==> config.mk <==
export PLATFORM = sky130hd
export DESIGN_NAME = graph_scan_sequencer
export DESIGN_NICKNAME = d
export VERILOG_FILES = /design/src/rtl/graph_scan_sequencer.sv
export SDC_FILE = /design/constraint.sdc
export NUM_CORES = 1
export LEC_CHECK = 0
export CORE_ASPECT_RATIO = 1.4
export CORE_MARGIN = 4
export CORE_UTILIZATION = 55
export DETAILED_ROUTE_END_ITERATION = 8
export GPL_TIMING_DRIVEN = 1
export PLACE_DENSITY = 0.95
export SLEW_MARGIN = 20
export SYNTH_ARGS = -nofsm -noshare
export SYNTH_HDL_FRONTEND = slang
export SYNTH_SLANG_ARGS = --single-unit
==> constraint.sdc <==
create_clock -name clk -period 2.2 [get_ports clk]
set_input_delay 0.33 -clock clk [delete_from_list [all_inputs] [get_ports clk]]
set_output_delay 0.33 -clock clk [all_outputs]
set_load 0.05 [all_outputs]
==> src/rtl/graph_scan_sequencer.sv <==
// Graph sample sequencer: sweeps the sample ROM and hands each point to the
// line plotter as a (x, y_prev, y_cur) segment over valid/ready.
module graph_scan_sequencer #(
  parameter logic [9:0] ADDR_START = 10'd0,
  parameter logic [9:0] ADDR_END   = 10'd1023,
  parameter logic [9:0] ADDR_STEP  = 10'd10,
  parameter logic [9:0] X_ORIGIN   = 10'd20,
  parameter logic [9:0] Y_BASE     = 10'd400
) (
  input  logic       clk,
  input  logic       reset,
  input  logic       start,
  output logic [9:0] rom_addr,
  input  logic [7:0] rom_data,
  output logic       seg_valid,
  input  logic       seg_ready,
  output logic [9:0] seg_x,
  output logic [9:0] seg_y_prev,
  output logic [9:0] seg_y_cur,
  output logic       busy,
  output logic       done
);

  typedef enum logic [1:0] {IDLE, FETCH, EMIT, DONE} state_t;

  state_t     state, state_nx;
  logic [9:0] index, index_nx;
  logic       first, first_nx;
  logic [9:0] rom_addr_nx, seg_x_nx, seg_y_prev_nx, seg_y_cur_nx;
  logic       seg_valid_nx, busy_nx, done_nx;
  logic [9:0] y_sample;
  logic [10:0] next_addr;

  // Baseline minus sample, clamped at the top of the screen.
  function automatic logic [9:0] sample_to_y(input logic [9:0] base, input logic [7:0] d);
    logic [10:0] diff;
    diff = {1'b0, base} - {3'b000, d};
    return diff[10] ? 10'd0 : diff[9:0];
  endfunction

  assign y_sample  = sample_to_y(Y_BASE, rom_data);
  assign next_addr = {1'b0, rom_addr} + {1'b0, ADDR_STEP};

  // State register and all registered outputs.
  always_ff @(posedge clk) begin
    if (reset) begin
      state      <= IDLE;
      rom_addr   <= ADDR_START;
      seg_valid  <= 1'b0;
      seg_x      <= X_ORIGIN;
      seg_y_prev <= Y_BASE;
      seg_y_cur  <= Y_BASE;
      busy       <= 1'b0;
      done       <= 1'b0;
      first      <= 1'b1;
      index      <= 10'd0;
    end else begin
      state      <= state_nx;
      rom_addr   <= rom_addr_nx;
      seg_valid  <= seg_valid_nx;
      seg_x      <= seg_x_nx;
      seg_y_prev <= seg_y_prev_nx;
      seg_y_cur  <= seg_y_cur_nx;
      busy       <= busy_nx;
      done       <= done_nx;
      first      <= first_nx;
      index      <= index_nx;
    end
  end

  // Next-state and next-output logic; everything holds unless changed.
  always_comb begin
    state_nx      = state;
    rom_addr_nx   = rom_addr;
    seg_valid_nx  = seg_valid;
    seg_x_nx      = seg_x;
    seg_y_prev_nx = seg_y_prev;
    seg_y_cur_nx  = seg_y_cur;
    busy_nx       = busy;
    done_nx       = 1'b0;
    first_nx      = first;
    index_nx      = index;
    case (state)
      IDLE: begin
        if (start) begin
          state_nx    = FETCH;
          busy_nx     = 1'b1;
          rom_addr_nx = ADDR_START;
          index_nx    = 10'd0;
          first_nx    = 1'b1;
        end else begin
          state_nx = IDLE;
        end
      end
      FETCH: begin
        seg_y_prev_nx = first ? y_sample : seg_y_cur;
        seg_y_cur_nx  = y_sample;
        seg_x_nx      = X_ORIGIN + index;
        seg_valid_nx  = 1'b1;
        state_nx      = EMIT;
      end
      EMIT: begin
        if (seg_valid && seg_ready) begin
          seg_valid_nx = 1'b0;
          first_nx     = 1'b0;
          index_nx     = index + 10'd1;
          // Guard bit catches both the configured end and the 10-bit ceiling.
          if ((next_addr > {1'b0, ADDR_END}) || (next_addr > 11'd1023)) begin
            state_nx = DONE;
            done_nx  = 1'b1;
          end else begin
            rom_addr_nx = next_addr[9:0];
            state_nx    = FETCH;
          end
        end else begin
          state_nx = EMIT;
        end
      end
      DONE: begin
        busy_nx     = 1'b0;
        rom_addr_nx = ADDR_START;
        state_nx    = IDLE;
      end
      default: begin
        state_nx     = IDLE;
        seg_valid_nx = 1'b0;
        busy_nx      = 1'b0;
      end
    endcase
  end

endmodule

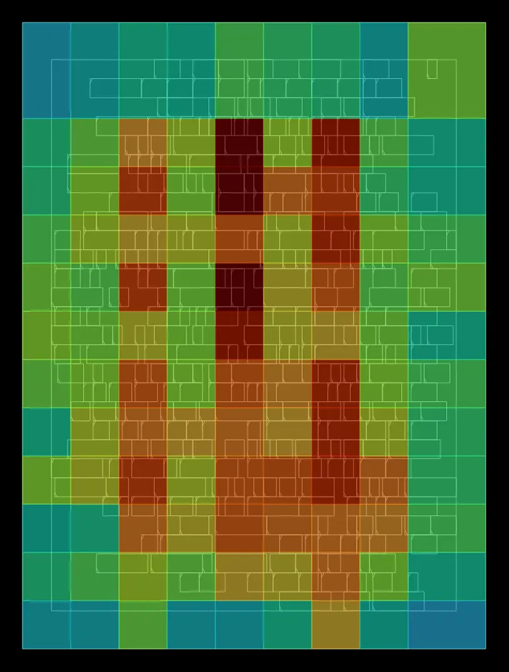
Run 1: track usage over the die
WL/cell: 15.5 um
met3 Resource Use GR: 0.0436

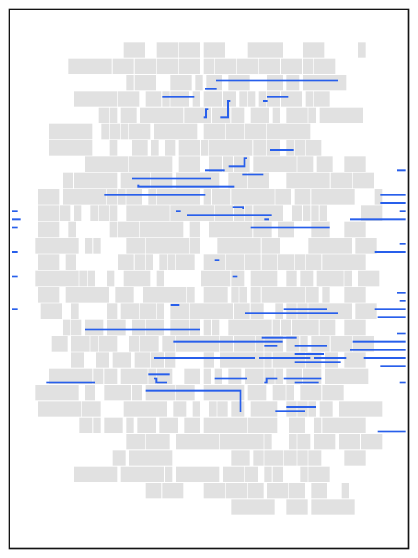
Run 1: metal 3
Scale: 6 px per um. Cells faint in the background.
wire length on this layer: 372 um
nets with wire on the layer: 58
longest straight run: 20.0 um
share of all routed wire: 5.8%
main direction: horizontal

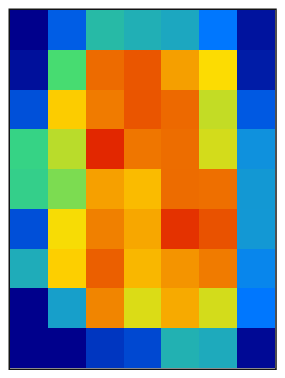
Run 1: placement density heat map
Scale: 4 px per um. 7 x 9 tiles, from dark blue (low) to red (high), 0 to 100% covered.
nearly empty tiles: 7.9%
emptiest ninth of the die: bottom left
tiles over 75% full: 40%
densest ninth of the die: middle
mean over tiles: 54%

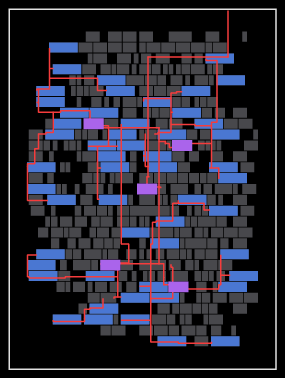
Run 1: clock network drawn from the DEF
Scale: 4 px per um.
[red] clock wires | length: 573 um
[purple] clock drivers | count: 5
[blue] flip-flops | count: 53
flops lie: all over the die
routed clock nets: 6

## run 1: worst reg2reg max path: stages (launching register included)
cell       delay (ns)
dfxtp_1          0.45
ha_1             0.24
o2111ai_1        0.19
a2111oi_2        0.43
mux2i_1          0.13
a21o_1           0.16
## run 1: routing by layer
| layer | vias up | part of all wire | global-route usage |
|---|---|---|---|
| met5 | - | 0 | 0 |
| met4 | 0 | 0.018 | 0.105 |
| met3 | 12 | 0.058 | 0.0436 |
| met2 | 104 | 0.53 | 0.401 |
| met1 | 1179 | 0.39 | 0.262 |
| li1 | 1170 | - | - |
## run 1: layout make-up
cell class / count / area, um^2
multi-input cells: 223 / 1430
fillers: 339 / 1300
flip-flops and latches: 53 / 1060
repair buffers: 60 / 591
well taps: 62 / 77.6
clock buffers: 5 / 68.8
clock inverters: 3 / 28.8
inverters: 5 / 18.8
## run 1: cells by family after synthesis
kind of cell | count (synthesis) | synth area share
and+or+nand+nor | 111 | 0.216
AOI/OAI and AO/OA | 80 | 0.216
DFF | 53 | 0.405
buffers and inverters | 28 | 0.0535
xor gates and xnor gates | 17 | 0.0569
muxes | 7 | 0.0272
adders and majority gates | 5 | 0.0239
other | 1 | 0.00143
## run 1: worst max path at each step
stage,startpoint,endpoint,cells past startpoint
final,rom_addr[9]$_SDFFE_PP0P_,rom_addr[9],1
after global routing,rom_addr[4]$_SDFFE_PP0P_,rom_addr[4],1
after CTS,rom_addr[9]$_SDFFE_PP0P_,rom_addr[9],1
after detailed placement,rom_data[1],seg_y_prev[8]$_SDFFE_PP1P_,7
after global placement,rom_data[1],seg_y_prev[4]$_SDFFE_PP1P_,7
after floorplan,rom_addr[1]$_SDFFE_PP0P_,rom_addr[9]$_SDFFE_PP0P_,5
==> out/qor.csv, run 1 <==
stage;metric;value;unit
status;status;completed;
power;Clock Power;0.591;mW
route;Residual DRC;0;
final_layout;Commonest Layout Cell;dfxtp_1;
grt;first-pass GRT wire length;10600;um
route;post-DR vias/cell;6.00;
sta;Max-slew headroom;0.567;
grt;vias in the first global route;2373;
die;Init Core Util;0.573;
worst_setup_path;FF-to-FF setup slack;0.51;ns
worst_setup_path;worst-path maximum fanout;7;
sta;Tmin final;1.98;ns
die;core area;4570;um^2
route;Routed Antenna Nets;0;
power;combinational power;0.421;mW
sta;Max Slew Vio Count;0;
clock_network;Root Buffer;clkbuf_8;
route;iteration tally of the first detailed-router pass;4;
yosys;Async SR Flop Fraction;0;
clock_network;Latency at later pin;0.31;ns
clock_network;CTS buffer count;5;
worst_setup_path;CP bufs+invs;1;
worst_setup_path;CP max stage cell;clkdlybuf4s50_1;
placed_design;Placed Cells;403;
worst_hold_path;Min-Delay Startpoint;seg_y_prev[5]$_SDFFE_PP0P_;
yosys;post-synthesis sequential area ratio;0.405;
sta;worst-margin pin slew;0.649;ns
power;Clk pwr share;0.289;
worst_hold_path;end of the worst hold path;seg_y_prev[5]$_SDFFE_PP0P_;
sta;Hold Vio Cnt, Final;0;
yosys;cells in synth_stat.txt;302;
placed_design;routability cong.;0.954;
power;Seq pwr share;0.505;
route;initial drt markers;337;
sta;cycle use final;0.902;
power;VDD IR max;0.499;mV
worst_setup_path;required time worst endpoint;1.87;ns
final_layout;area grow syn2layout;25.0;%
yosys;top post-synthesis cells by count;dfxtp_1, nor2_1, nand2_1;
sta;FMAX;0.504;GHz
final_layout;Finished Layout Cells;411;
yosys;post-synthesis instance total;302;
final_layout;share of layout cells above drive strength 1;0.0831;
worst_hold_path;hold path cells;2;
placed_design;Post-Place Cell Area;3170;um^2
placed_design;Setup WS pre-CTS;0.0237;ns
flow_run;stage-log warning count;28;
worst_setup_path;reg2reg path depth;5;
yosys;Yosys cell types;54;
worst_setup_path;CP cell instances;clkdlybuf4s50_1;
worst_hold_path;worst hold path class;reg2reg;
yosys;YS warnings;0;
placed_design;hpwl dp;4770;um
sta;Hold WS;0.471;ns
clock_network;Bufs on Longest Clock Path;2;
worst_setup_path;kind of critical path;reg2out;
yosys;most common cell in the netlist;dfxtp_1;
sta;unrepaired setup endpoints after global routing;false;
clock_network;TritonCTS Sinks;53;
final_layout;Nets;365;
yosys;flip-flops with a built-in enable;0;
final_layout;Util after Layout;0.716;
yosys;#FFs+latches synth;53;
grt;remaining global-route overflow;0;
clock_network;Reg clk slew, reported paths;0.10;ns
placed_design;Port-buffer cells;51;
die;Cell Rows;29;
grt;largest net degree at the start of global routing;29;
sta;post-route clock skew;0.00577;ns
final_layout;most frequent cells in the layout;dfxtp_1, clkdlybuf4s50_1, nor2_1;
power;static leakage;1.19;nW
yosys;area of the mapped netlist;2620;um^2
power;Sw Share;0.321;
worst_setup_path;Worst Setup End Kind;primary output;
grt;initial antenna violation count;0;
sta;post-route setup TNS;0;ns
die;die width;66.3;um
yosys;Most common reg cell;dfxtp_1;
clock_network;postcts setup bufs;0;
power;P_int;1.39;mW
==> inputs of run 2 (changes only) <==
CAP_MARGIN = 0   (was default)
SETUP_SLACK_MARGIN = 0.4   (was default)
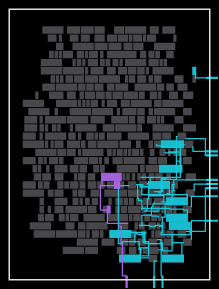
Run 2: I/O nets highlighted
Scale: 3 px per um.
| colour | port | bits | direction | end cells | wire |
|---|---|---|---|---|---|
| cyan | `rom_addr` | 10 | output | 10 | 439 um |
| purple | `start` | 1 | input | 3 | 49.4 um |

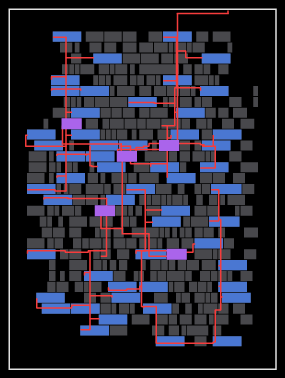
Run 2: clock network drawn from the DEF
Scale: 4 px per um.
[blue] flip-flops | count: 53
[purple] clock drivers | count: 5
[red] clock wires | length: 617 um
routed clock nets: 6

==> run 2 against run 1 <==
Compared with the run above:
- worst hold slack about the same
- via count down 1.2%
- setup slack better by 0.098 ns
- total power down 1.6%
- first-iteration DRC count down 28%
- die size unchanged
- final cell count unchanged
- sequential power about the same
- maximum frequency up 5.2%
- register-to-register slack better by 0.03 ns
- critical endpoint is now seg_y_prev[8]$_SDFFE_PP1P_
==> out/qor.csv, run 2 <==
stage;metric;value;unit;change
final_layout;area grow syn2layout;26.1;%;was 25.0%
flow_run;# Max-Cap Violations;0;;unchanged
clock_network;Reg clk slew, reported paths;0.09;ns;was 0.10 ns
grt;vias in the first global route;2289;;was 2373
final_layout;share of layout cells above drive strength 1;0.100;;was 0.0831
sta;Final setup violation count;0;;unchanged
sta;Hold WS;0.471;ns;about the same
worst_setup_path;Worst Setup Start Kind;primary input;;was register
route;Residual DRC;0;;unchanged
sta;Max Slew Vio Count;0;;unchanged
route;Vias;2436;;was 2465
placed_design;hpwl dp;4670;um;was 4770 um
clock_network;TritonCTS Sinks;53;;unchanged
final_layout;Nets;366;;was 365
yosys;cells in synth_stat.txt;302;;unchanged
route;WL/cell;16.3;um;was 15.5 um
clock_network;CTS tree;done;;unchanged
sta;Tmin final;1.89;ns;was 1.98 ns
worst_setup_path;CP max stage cell;clkdlybuf4s50_1;;unchanged
yosys;#FFs+latches synth;53;;unchanged
power;VDD IR max;0.466;mV;was 0.499 mV
route;initial drt markers;242;;was 337
worst_setup_path;reg2reg path depth;4;;was 5
clock_network;Root Buffer;clkbuf_8;;unchanged
grt;first-pass GRT wire length;10100;um;was 10600 um
placed_design;routability cong.;0.932;;was 0.954
worst_setup_path;CP cell instances;clkdlybuf4s50_1, or3b_4, a211oi_2, o22ai_1, o21ai_0;;was clkdlybuf4s50_1
yosys;top post-synthesis cells by count;dfxtp_1, nor2_1, nand2_1;;unchanged
worst_setup_path;Worst Setup End Kind;register;;was primary output
worst_setup_path;Worst setup startpoint;rom_data[2];;was rom_addr[9]$_SDFFE_PP0P_
sta;FMAX;0.530;GHz;was 0.504 GHz
worst_setup_path;Crit path largest cell delay;0.54;ns;was 0.86 ns
yosys;flip-flops with a built-in enable;0;;unchanged
sta;post-route setup TNS;0;ns;unchanged
yosys;most common cell in the netlist;dfxtp_1;;unchanged
grt;largest net degree at the start of global routing;20;;was 29
status;status;completed;;unchanged
final_layout;comb. cell area;1460;um^2;was 1430 um^2
power;pwr/cell area;610;nW/um^2;was 625 nW/um^2
worst_setup_path;FF-to-FF setup slack;0.54;ns;was 0.51 ns
die;die width;66.3;um;unchanged
sta;post-route clock skew;0.00983;ns;was 0.00577 ns
sta;Max-slew headroom;0.597;;was 0.567
worst_setup_path;Critical R2R Capture;seg_y_prev[8]$_SDFFE_PP1P_;;was rom_addr[9]$_SDFFE_PP0P_
worst_setup_path;required time worst endpoint;2.41;ns;was 1.87 ns
worst_setup_path;Reg-to-Reg Start;state[0]$_SDFF_PP0_;;was rom_addr[1]$_SDFFE_PP0P_
route;iteration tally of the first detailed-router pass;5;;was 4
flow_run;stage-log warning count;29;;was 28
route;final WL;6710;um;was 6390 um
yosys;Synth top area share;0.405;;unchanged
route;Routed Antenna Nets;0;;unchanged
worst_hold_path;hold path cells;1;;was 2
clock_network;Max H-tree Level;2;;unchanged
final_layout;most frequent cells in the layout;dfxtp_1, nor2_1, nand2_1;;was dfxtp_1, clkdlybuf4s50_1, nor2_1
final_layout;# diodes;0;;unchanged
yosys;mean post-synth cell area;8.67;um^2;unchanged
clock_network;Latency at later pin;0.31;ns;about the same
grt;total track usage;0.216;;was 0.227
worst_setup_path;data arrival time of the worst path;2.10;ns;was 1.65 ns
yosys;area of the mapped netlist;2620;um^2;unchanged
sta;cycle use final;0.857;;was 0.902
yosys;Yosys chip area;2620;um^2;unchanged
die;top-level port count;55;;unchanged
final_layout;biggest regs;index x10, seg_x x10;;unchanged
final_layout;FF+latch area;1060;um^2;about the same
worst_hold_path;Min-Delay Startpoint;seg_x[2]$_SDFFE_PP1P_;;was seg_y_prev[5]$_SDFFE_PP0P_
clock_network;Bufs on Longest Clock Path;2;;unchanged
placed_design;Port-buffer cells;51;;unchanged
die;core area;4570;um^2;unchanged
grt;initial antenna violation count;0;;unchanged
power;static leakage;1.50;nW;was 1.19 nW
yosys;post-synthesis instance total;302;;unchanged
sta;worst-margin pin slew;0.603;ns;was 0.649 ns
yosys;most area-consuming cells after synthesis;dfxtp_1, nor2_1, nand2_1, a21oi_1, a211oi_1;;unchanged
worst_setup_path;kind of critical path;in2reg;;was reg2out
clock_network;cts hold-fix bufs;0;;unchanged
route;post-DR vias/cell;5.93;;was 6.00
final_layout;Util after Layout;0.722;;was 0.716
yosys;Yosys cell types;54;;unchanged
die;Cell Rows;29;;unchanged
worst_hold_path;worst hold path class;reg2reg;;unchanged
final_layout;Commonest Layout Cell;dfxtp_1;;unchanged
die;Init Core Util;0.573;;unchanged
power;Overall Power;2.01;mW;was 2.04 mW
worst_setup_path;worst-path maximum fanout;4;;was 7
yosys;Most common reg cell;dfxtp_1;;unchanged
die;chip footprint;5940;um^2;unchanged
sta;unrepaired setup endpoints after global routing;false;;unchanged
yosys;YS warnings;0;;unchanged
clock_network;CTS buffer count;5;;unchanged
yosys;area leader, netlist;dfxtp_1;;unchanged
final_layout;fill count;369;;was 339
yosys;Async SR Flop Fraction;0;;unchanged
yosys;post-synthesis sequential area ratio;0.405;;unchanged
worst_setup_path;worst setup path endpoint;seg_y_prev[8]$_SDFFE_PP1P_;;was rom_addr[9]
sta;Hold Vio Cnt, Final;0;;unchanged
die;die height;89.6;um;unchanged
clock_network;postcts setup bufs;0;;unchanged
worst_hold_path;end of the worst hold path;seg_x[2]$_SDFFE_PP1P_;;was seg_y_prev[5]$_SDFFE_PP0P_
grt;remaining global-route overflow;0;;unchanged
run 2: through the flow:
step / worst slack [ns] / std cells / cell area (um^2)
floorplan: 0.432 / 304 / 2630
global placement: 0.101 / 404 / 3170
detailed placement: 0.00234 / 404 / 3170
CTS: 0.381 / 411 / 3240
global route: 0.353 / 411 / 3300
finish: 0.315 / 411 / 3300
run 2: critical path: cells and delay by family:
family	cells	cell delay (ns)
compound gates	3	0.74
buf+inv	1	0.54
simple gates	1	0.49
run 2: kinds of logic after synthesis:
family / Yosys count / synth area share
muxes: 7 / 0.0272
buffers and inverters: 28 / 0.0535
other: 1 / 0.00143
xor gates and xnor gates: 17 / 0.0569
AOI/OAI and AO/OA: 80 / 0.216
adders and majority gates: 5 / 0.0239
and+or+nand+nor: 111 / 0.216
DFF: 53 / 0.405
run 2: final cells by class:
cell class | instances | area share
Clock inverter | 1 | 0.00228
Multi-Input combinational cell | 223 | 0.442
Tap cell | 62 | 0.0235
Inverter | 5 | 0.00569
Timing Repair Buffer | 61 | 0.179
Clock buffer | 6 | 0.0250
Sequential cell | 53 | 0.323
run 2: what timing repair did:
action                                  4_1_cts  5_1_grt
resized                                      29       18
endpoints found under the setup margin       29       25
pin swaps                                     0        2
run 2: where the power goes:
part | internal (mW) | switching (mW) | total, mW
sequential | 0.998 | 0.0335 | 1.03
combinational | 0.134 | 0.280 | 0.414
clock | 0.250 | 0.316 | 0.566
total | 1.38 | 0.630 | 2.01
run 2: per-layer routing:
metal / part of all wire / routed length, um / vias up / track usage
li1: - / - / 1171 / -
met1: 0.39 / 2610 / 1153 / 0.258
met2: 0.52 / 3500 / 93 / 0.386
met3: 0.056 / 375 / 19 / 0.0436
met4: 0.033 / 221 / 0 / 0.0739
met5: 0 / 0 / - / 0
==> inputs of run 3 (changes only) <==
CORE_ASPECT_RATIO = default   (was 1.4)
SKIP_CTS_REPAIR_TIMING = 1   (was default)
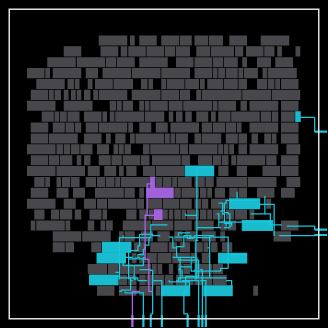
Run 3: I/O nets highlighted
Scale: 4 px per um.
| colour | port | bits | direction | end cells | wire |
|---|---|---|---|---|---|
| cyan | `rom_addr` | 10 | output | 10 | 450 um |
| purple | `start` | 1 | input | 3 | 41.2 um |

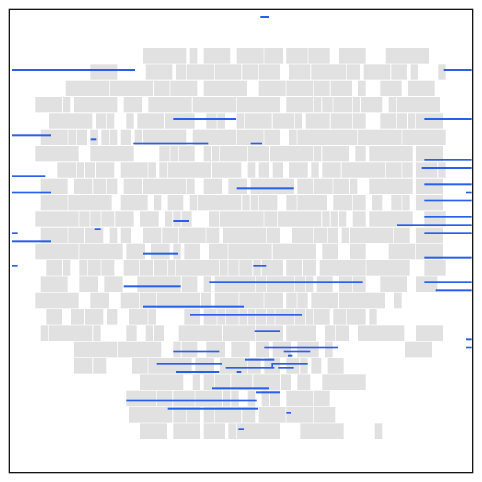
Run 3: metal 3
Scale: 6 px per um. Cells faint in the background.
longest straight run: 25.3 um
wire length on this layer: 370 um
nets with wire on the layer: 43
main direction: horizontal

==> run 3 against run 2 <==
Compared with the run above:
- synthesized area unchanged
- sequential share of layout area down 0.73 points
- clock power about the same
- combinational power up 4%
- flip-flop count unchanged
- die size down 0.27%
- clock skew down 0.0015 ns
- final cell count down 2.7%
- sequential power about the same
- largest cell class unchanged
- utilization up 3.3 points
- maximum frequency up 6.4%
==> out/qor.csv, run 3 <==
stage;metric;value;unit;change
clock_network;Bufs on Longest Clock Path;2;;unchanged
die;Init Core Util;0.585;;was 0.573
sta;cycle use final;0.806;;was 0.857
die;chip footprint;5930;um^2;was 5940 um^2
die;Cell Rows;24;;was 29
yosys;most area-consuming cells after synthesis;dfxtp_1, nor2_1, nand2_1, a21oi_1, a211oi_1;;unchanged
clock_network;TritonCTS Sinks;53;;unchanged
sta;post-route clock skew;0.00829;ns;was 0.00983 ns
grt;remaining global-route overflow;0;;unchanged
power;net switching power;0.655;mW;was 0.630 mW
grt;total track usage;0.221;;was 0.216
final_layout;# diodes;0;;unchanged
route;final WL;6780;um;was 6710 um
clock_network;Reg clk slew, reported paths;0.10;ns;was 0.09 ns
die;die width;77.0;um;was 66.3 um
worst_setup_path;Critical R2R Capture;seg_y_prev[4]$_SDFFE_PP1P_;;was seg_y_prev[8]$_SDFFE_PP1P_
yosys;YS warnings;0;;unchanged
worst_setup_path;Worst setup startpoint;rom_data[0];;was rom_data[2]
final_layout;share of layout cells above drive strength 1;0.101;;was 0.100
route;Routed Antenna Nets;0;;unchanged
worst_setup_path;Reg-to-Reg Start;state[0]$_SDFF_PP0_;;unchanged
worst_setup_path;worst-path maximum fanout;3;;was 4
yosys;Synth top area share;0.405;;unchanged
worst_setup_path;CP bufs+invs;2;;was 1
worst_hold_path;worst hold path class;reg2reg;;unchanged
final_layout;biggest regs;index x10, seg_x x10;;unchanged
final_layout;area grow syn2layout;29.0;%;was 26.1%
grt;largest net degree at the start of global routing;28;;was 20
power;Seq pwr share;0.508;;was 0.513
clock_network;CTS tree;done;;unchanged
worst_setup_path;Worst Setup End Kind;register;;unchanged
yosys;post-synthesis instance total;302;;unchanged
sta;Tmin final;1.77;ns;was 1.89 ns
die;die height;77.0;um;was 89.6 um
power;P_int;1.37;mW;was 1.38 mW
power;pwr/cell area;601;nW/um^2;was 610 nW/um^2
grt;met3 Resource Use GR;0.0492;;was 0.0436
placed_design;routability cong.;0.897;;was 0.932
yosys;Most common reg cell;dfxtp_1;;unchanged
route;post-DR vias/cell;6.12;;was 5.93
sta;Max Slew Vio Count;0;;unchanged
status;status;completed;;unchanged
die;core area;4470;um^2;was 4570 um^2
grt;GR Util met1;0.279;;was 0.258
yosys;top post-synthesis cells by count;dfxtp_1, nor2_1, nand2_1;;unchanged
route;iteration tally of the first detailed-router pass;4;;was 5
worst_setup_path;CP top delay family;simple AND/OR/NAND/NOR gates;;was AND-OR/OR-AND gates
worst_hold_path;hold path cells;2;;was 1
yosys;area of the mapped netlist;2620;um^2;unchanged
grt;gr busiest metal;met2;;unchanged
flow_run;# Max-Cap Violations;0;;unchanged
worst_setup_path;required time worst endpoint;2.45;ns;was 2.41 ns
final_layout;Nets;364;;was 366
worst_hold_path;end of the worst hold path;seg_x[5]$_SDFFE_PP0P_;;was seg_x[2]$_SDFFE_PP1P_
worst_setup_path;kind of critical path;in2reg;;unchanged
placed_design;hpwl dp;4620;um;was 4670 um
grt;vias in the first global route;2295;;was 2289
sta;Hold Vio Cnt, Final;0;;unchanged
route;Vias;2448;;was 2436
power;VDD IR max;0.339;mV;was 0.466 mV
sta;worst-margin pin slew;0.637;ns;was 0.603 ns
worst_setup_path;CP cell instances;clkdlybuf4s50_1, inv_1, ha_1, or3b_4, a21oi_2, or4b_1, a31oi_1;;was clkdlybuf4s50_1, or3b_4, a211oi_2, o22ai_1, o21ai_0
power;part of the power in combinational logic;0.212;;was 0.206
yosys;flip-flops with a built-in enable;0;;unchanged
yosys;#FFs+latches synth;53;;unchanged
sta;unrepaired setup endpoints after global routing;false;;unchanged
worst_setup_path;Crit path largest cell delay;0.48;ns;was 0.54 ns
worst_setup_path;FF-to-FF setup slack;0.53;ns;was 0.54 ns
worst_setup_path;Worst Setup Start Kind;primary input;;unchanged
grt;met2 Use GR;0.377;;was 0.386
clock_network;Root Buffer;clkbuf_8;;unchanged
yosys;Async SR Flop Fraction;0;;unchanged
die;top-level port count;55;;unchanged
worst_setup_path;worst setup path endpoint;seg_y_prev[6]$_SDFFE_PP0P_;;was seg_y_prev[8]$_SDFFE_PP1P_
sta;Hold WS;0.463;ns;was 0.471 ns
yosys;post-synthesis sequential area ratio;0.405;;unchanged
sta;Max-slew headroom;0.575;;was 0.597
yosys;Yosys cell types;54;;unchanged
clock_network;Latency at later pin;0.31;ns;about the same
sta;Final setup violation count;0;;unchanged
yosys;Yosys chip area;2620;um^2;unchanged
flow_run;stage-log warning count;28;;was 29
sta;FMAX;0.564;GHz;was 0.530 GHz
route;Residual DRC;0;;unchanged
worst_setup_path;CP max stage cell;clkdlybuf4s50_1;;unchanged
route;initial drt markers;201;;was 242
placed_design;Port-buffer cells;51;;unchanged
final_layout;Commonest Layout Cell;dfxtp_1;;unchanged
yosys;most common cell in the netlist;dfxtp_1;;unchanged
final_layout;most frequent cells in the layout;dfxtp_1, dlymetal6s2s_1, nor2_1;;was dfxtp_1, nor2_1, nand2_1
grt;initial antenna violation count;0;;unchanged
power;Overall Power;2.03;mW;was 2.01 mW
power;static leakage;1.76;nW;was 1.50 nW
power;Sw Share;0.323;;was 0.313
yosys;mean post-synth cell area;8.67;um^2;unchanged
worst_hold_path;Min-Delay Startpoint;seg_x[5]$_SDFFE_PP0P_;;was seg_x[2]$_SDFFE_PP1P_
worst_setup_path;data arrival time of the worst path;2.02;ns;was 2.10 ns
route;WL/cell;16.9;um;was 16.3 um
clock_network;Max H-tree Level;2;;unchanged
worst_setup_path;CP Depth;7;;was 5
clock_network;CTS buffer count;5;;unchanged
power;Clk pwr share;0.279;;was 0.281
yosys;cells in synth_stat.txt;302;;unchanged
worst_setup_path;reg2reg path depth;5;;was 4
final_layout;fill count;283;;was 369
grt;first-pass GRT wire length;10900;um;was 10100 um
yosys;area leader, netlist;dfxtp_1;;unchanged
-- run 3: cell counts after synthesis --
No cell type changed its count.
-- run 3: final cells by class --
class	count	area [um^2]	area share
inverter	5	18.8	0.00556
clock buffer	5	68.8	0.0204
tap	52	65.1	0.0193
sequential	53	1060	0.315
multi-input combinational	223	1450	0.431
timing repair buffer	59	683	0.202
clock inverter	3	21.3	0.00630
-- run 3: kinds of logic (layout without fill, tap and decap cells) --
group                    Yosys count  after routing  share of synthesized area
AND-OR/OR-AND                     80             80                      0.216
flip-flops                        53             53                      0.405
XOR/XNOR                          17             17                     0.0569
other                              1              3                    0.00143
buffers and inverters             28             72                     0.0535
AND/OR/NAND/NOR                  111            111                      0.216
adder cells (fa/ha/maj)            5              5                     0.0239
multiplexers                       7              7                     0.0272
-- run 3: metrics by stage --
step,worst slack [ns],setup TNS (ns),util,instance area (um^2),std cells
after floorplan,0.432,0,-,2630,304
after global placement,0.0970,0,0.706,3160,392
after detailed placement,-0.0375,-0.0375,0.706,3160,392
after CTS,0.208,0,0.726,3250,400
after global routing,0.372,0,0.754,3380,400
final,0.428,0,0.754,3380,400
-- run 3: power groups by stage --
stage	sequential, mW	clock (mW)	combinational (mW)
floorplan	1.17	0	0.169
global placement	1.05	0	0.411
detailed placement	1.05	0	0.421
CTS	1.03	0.581	0.424
global route	1.04	0.611	0.452
finish	1.03	0.567	0.430
-- run 3: layer usage --
| layer | wire [um] | share of wire |
|---|---|---|
| met4 | 102 | 0.015 |
| met1 | 2890 | 0.43 |
| met5 | 0 | 0 |
| met3 | 369 | 0.054 |
| met2 | 3420 | 0.50 |
Power is estimated from default activity; no workload was simulated.
